Fig. 1: run 1, wiring heat map
The die is cut into 19 by 22 equal tiles; dark purple is low, yellow is high, scaled to the fullest tile. Values are wire area over tile area, all layers added.
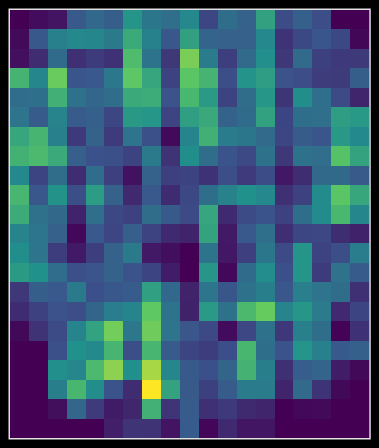
Fig. 2: run 1, where the registers sit
Bar = 20 µm. Other sequential cells in the stronger grey, the rest of the logic in the fainter grey.
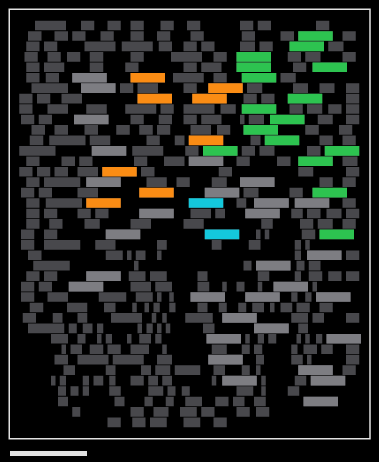
Fig. 3: run 1, clock nets
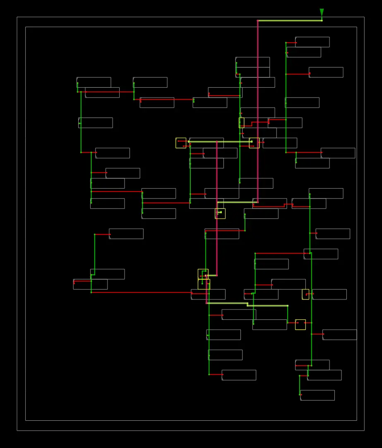
Fig. 4: run 1, local utilization
Bar = 20 µm. The die is cut into 9 by 11 equal tiles; dark purple is low, yellow is high, 0 to 100% covered.
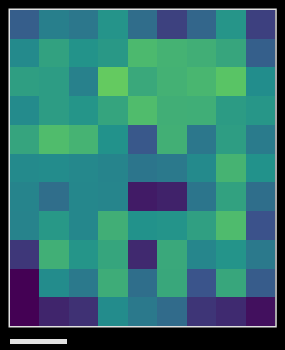
Design mul8u_share_sched, sky130hd; sources not shown.
==> results_slide.txt, run 1 <==
Implementation Results

Synth
  – YS chip area: 3270 µm²
  – Top cells, area: dfrtp_1, mux2_4, mux4_2
  – Post-synth EDFFs: 0
  – Post-Synth Adder-Cell Area: 2.68%
  – Yosys xor share: under 10%
  – # Cells Yosys: between 200 and 250

Detailed routing
  – 1st-iter DRT viols: approximately 48

Critical path
  – CP arrival: 2580 ps
  – Crit Path Max Fanout: 6
  – Crit path buffers/inverters: 2

Global route
  – Grt ovf: 0
  – Largest net degree at the start of global routing: 30
  – Met2 usage: 31.4%

Pwr
  – PwrDens: around 800 nW/µm²

Layout
  – Ant. Diodes: 0
  – Sequential share of cell area: 28.6%
  – Comb area: 1750 µm²
  – Non-clk buf share: between 30% and 40%

Timing
  – Hold violation count in the final report: 0
  – Worst-margin pin slew: a little under 800 ps

Run status
  – Status: completed

Clock tree
  – CTS tree: built

Floorplan
  – Num rows: 39
About Fig. 1:
nearly empty tiles: 7.2%
tiles over half the peak: 17%
fullest tile: 0.41
densest ninth of the die: top centre
DR WL/cell: 16.3 µm
gr usage total: 16.3%

About Fig. 2:
[rsp_data] green | sequential cells: 16 | where: upper right
[s1_id] cyan | sequential cells: 2
[mul_b] orange | sequential cells: 8 | where: top centre
register area: 1400 µm²
sequential power: 0.00106 W

About Fig. 3:
clock buffers: 5
registers: 56
clock sink count: 56

About Fig. 4:
densest ninth of the die: top centre
tiles over 75% full: 1.0%
mean over tiles: 45%
Util after Layout: 51.7%
fp util: 34.6%
Core ar.: 9470 µm²

## run 1: worst register-to-register path, cell delays in order, from the launching register on
cell      delay, ps
dfrtp_1         380
inv_1            90
ha_2            410
mux4_2          380
or2_4           290
nor2b_4         150
a221o_2         170
a22oi_1         110
a21boi_4        210
buf_12          210
mux2_2          360
## run 1: cell usage in the layout (no fill, tap or decap), drive strengths merged, types with 2 or more instances in the layout
cell	netlist	layout
a21oi	2	2
mux2	39	39
dlymetal6s2s	0	4
nor3	6	6
clkbuf	4	5
a221o	4	4
clkinv	0	2
nand2	19	19
xnor2	10	10
inv	6	7
nor2b	2	2
o21ai	8	8
mux4	19	19
nor2	7	7
a31oi	2	2
clkdlybuf4s50	0	137
nand2b	5	5
or3	2	2
and2	5	5
xor2	5	5
nand3	3	3
mux2i	2	2
or2	2	2
and3b	2	2
buf	10	9
dfrtp	56	56
a22oi	2	2
nor3b	2	2
nand4	3	3
ha	7	7
## run 1: metrics by stage
step	cells	setup slack [ps]	hold slack, ps	power, W
CTS	511	40.4	275	0.00405
detailed placement	503	185	322	0.00376
global route	511	339	304	0.00425
finish	511	515	261	0.00397
global placement	503	267	317	0.00370
floorplan	244	362	328	0.00286
## run 1: power breakdown
part / switching (W) / leakage, nW / internal (W)
combinational: 0.00115 / 1.37 / 0.00149
clock: 0.000196 / 0.0330 / 0.0000760
sequential: 0.000166 / 0.680 / 0.000890
total: 0.00152 / 2.08 / 0.00245
## run 1: metal layers
layer  up-vias  routed length, µm  share of wire [%]
li1       1182                  -                  -
met1      1270               3010                 36
met2        86               4640                 56
met3        11                495                6.0
met4         0                155                1.9
met5         -                  0                  0
Fig. 5: run 1, metal layers overlaid
Two of the layers only.
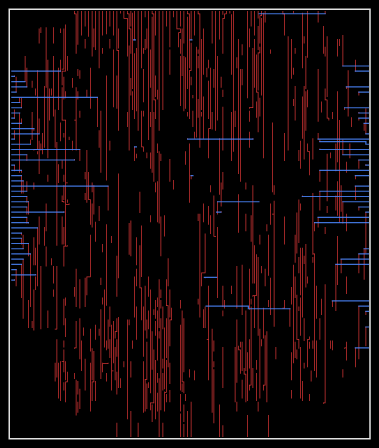

==> run 2, diff against run 1 <==
Settings changed: CORE_MARGIN 2 to default, SLEW_MARGIN from default to 15.
Fig. 6: run 2, metal layers overlaid
Two of the layers only.
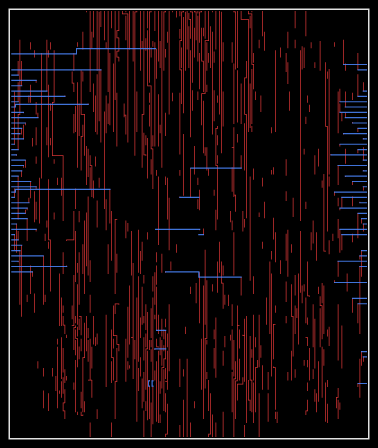
[met3] blue | wire length: 460 µm
[met2] red | wire length: 4570 µm
DR WL/cell: 16.2 µm
DR vias: 2554
drt total wl: 8250 µm

==> run 2 against run 1 <==
Highest routed layer unchanged. Critical path type unchanged. Design area barely moved. Count of clock-buffer cells in the layout unchanged. Global-route usage rose by 0.83 points. Largest cell class unchanged. Critical path depth did not move. Critical endpoint is now req_ready[0]. Total power up 0.63%.
==> results_slide.txt, run 2 <==
Implementation Results

Run status
  – Status: completed

Synth
  – Top cells, area: dfrtp_1, mux2_4, mux4_2
  – # Cells Yosys: 244 (unchanged)
  – Syn Inst Count: 244
  – YS chip area: 3270 µm² (unchanged)
  – Post-synth EDFFs: 0 (unchanged)

Critical path
  – CP arrival: 2950 ps (+370 ps)
  – Crit Path Max Fanout: 6 (unchanged)

Pwr
  – Tot Pwr: 0.00400 W (+0.63%)
  – Clk pwr share: 7.3% (+0.4 points)
  – Sw Ratio: 38.4% (+0.17 points)
  – Pint: 0.00246 W (+0.34%)
  – PwrDens: 817 nW/µm² (+0.60%)
  – Switching power: 0.00153 W (+1.1%)
  – Seq pwr share: 26.2% (-0.4 points)

Timing
  – Hold violation count in the final report: 0 (unchanged)
  – Max Fclk: about 290 MHz
  – Slew HR: 50.2%
  – Worst-margin pin slew: 746 ps (-42.2 ps)
  – Final Max Tran Viols: 0
  – Final setup margin: 141 ps (-374 ps)
  – Setup Viol. Count Final: 0

Detailed routing
  – Met2 WL: 4570 µm (-1.5%)
  – 1st-iter DRT viols: 85 (+77%)
  – Met3 WL post-DR: 460 µm (-7.1%)
  – Top layer in use: met4

Layout
  – Ant. Diodes: 0 (unchanged)
  – Layout overhead on the synthesized area: 49.5%
  – Most numerous logic cell after layout: clkdlybuf4s50_1
  – Comb area: 1750 µm² (unchanged)
  – Finished Layout Cells: 508 (-0.59%)

Clock tree
  – Clk_lat worst skew: between 300 and 400 ps
  – CTS tree: built
  – Clock sink count: 56 (unchanged)

Floorplan
  – Num rows: 38 (-2.6%)
  – Fp util: 35.7% (+1.1 points)
  – Core ar.: 9180 µm² (-3.1%)

Placement
  – DP Worst Slack: 151 ps (-33.5 ps)
  – Placed insts: 500 (-0.60%)
  – DP HPWL: 6540 µm
  – Cell Area, Placed: 4820 µm²

Global route
  – Gr usage total: 17.1% (+0.83 points)
  – Met2 usage: 32.1% (+0.70 points)
  – Grt ovf: 0 (unchanged)
  – Largest net degree at the start of global routing: 22 (-27%)
## run 2: worst register-to-register path: cells and delay by family, from the launching register on
kind	cells	cell delay [ps]
multiplexers	2	750
AND-OR/OR-AND	3	500
AND/OR/NAND/NOR	2	440
adder cells (fa/ha/maj)	1	410
flip-flops	1	380
buffers and inverters	2	300
## run 2: through the flow
step           utilization, %  hold slack, ps
2_1_floorplan               -             328
3_3_place_gp             52.5             313
3_5_place_dp             52.5             311
4_1_cts                  53.3             230
5_1_grt                  53.3             240
6_report                 53.3             221
## run 2: cells by family (layout without fill, tap and decap cells)
logic type	after synthesis	count (layout)	share of synthesized area (%)
multiplexers	60	60	30.2
flip-flops	56	56	42.8
buffers and inverters	20	164	4.09
AND-OR/OR-AND	26	26	6.19
AND/OR/NAND/NOR	60	60	10.0
XOR/XNOR	15	15	4.01
adder cells (fa/ha/maj)	7	7	2.68
## run 2: what timing repair did
item,CTS,global route
hold buffers,0,0
endpoints found under the setup margin,0,4
gates resized,0,3
## run 2: cell type report
cell class                 instances  share of cell area (%)
multi-input combinational        168                    35.7
timing repair buffer             150                    30.8
sequential                        56                    28.6
tap                              120                    3.07
clock buffer                       5                   0.767
clock inverter                     3                   0.562
inverter                           6                   0.460
## run 2: power groups by stage
stage / clock, W / combinational [W] / sequential (W)
after floorplan: 0 / 0.00153 / 0.00133
after global placement: 0 / 0.00265 / 0.00105
after detailed placement: 0 / 0.00270 / 0.00106
after CTS: 0.000311 / 0.00271 / 0.00105
after global routing: 0.000334 / 0.00285 / 0.00109
final: 0.000291 / 0.00266 / 0.00105
Power figures rest on the tool's default switching activity, not on a simulated workload.
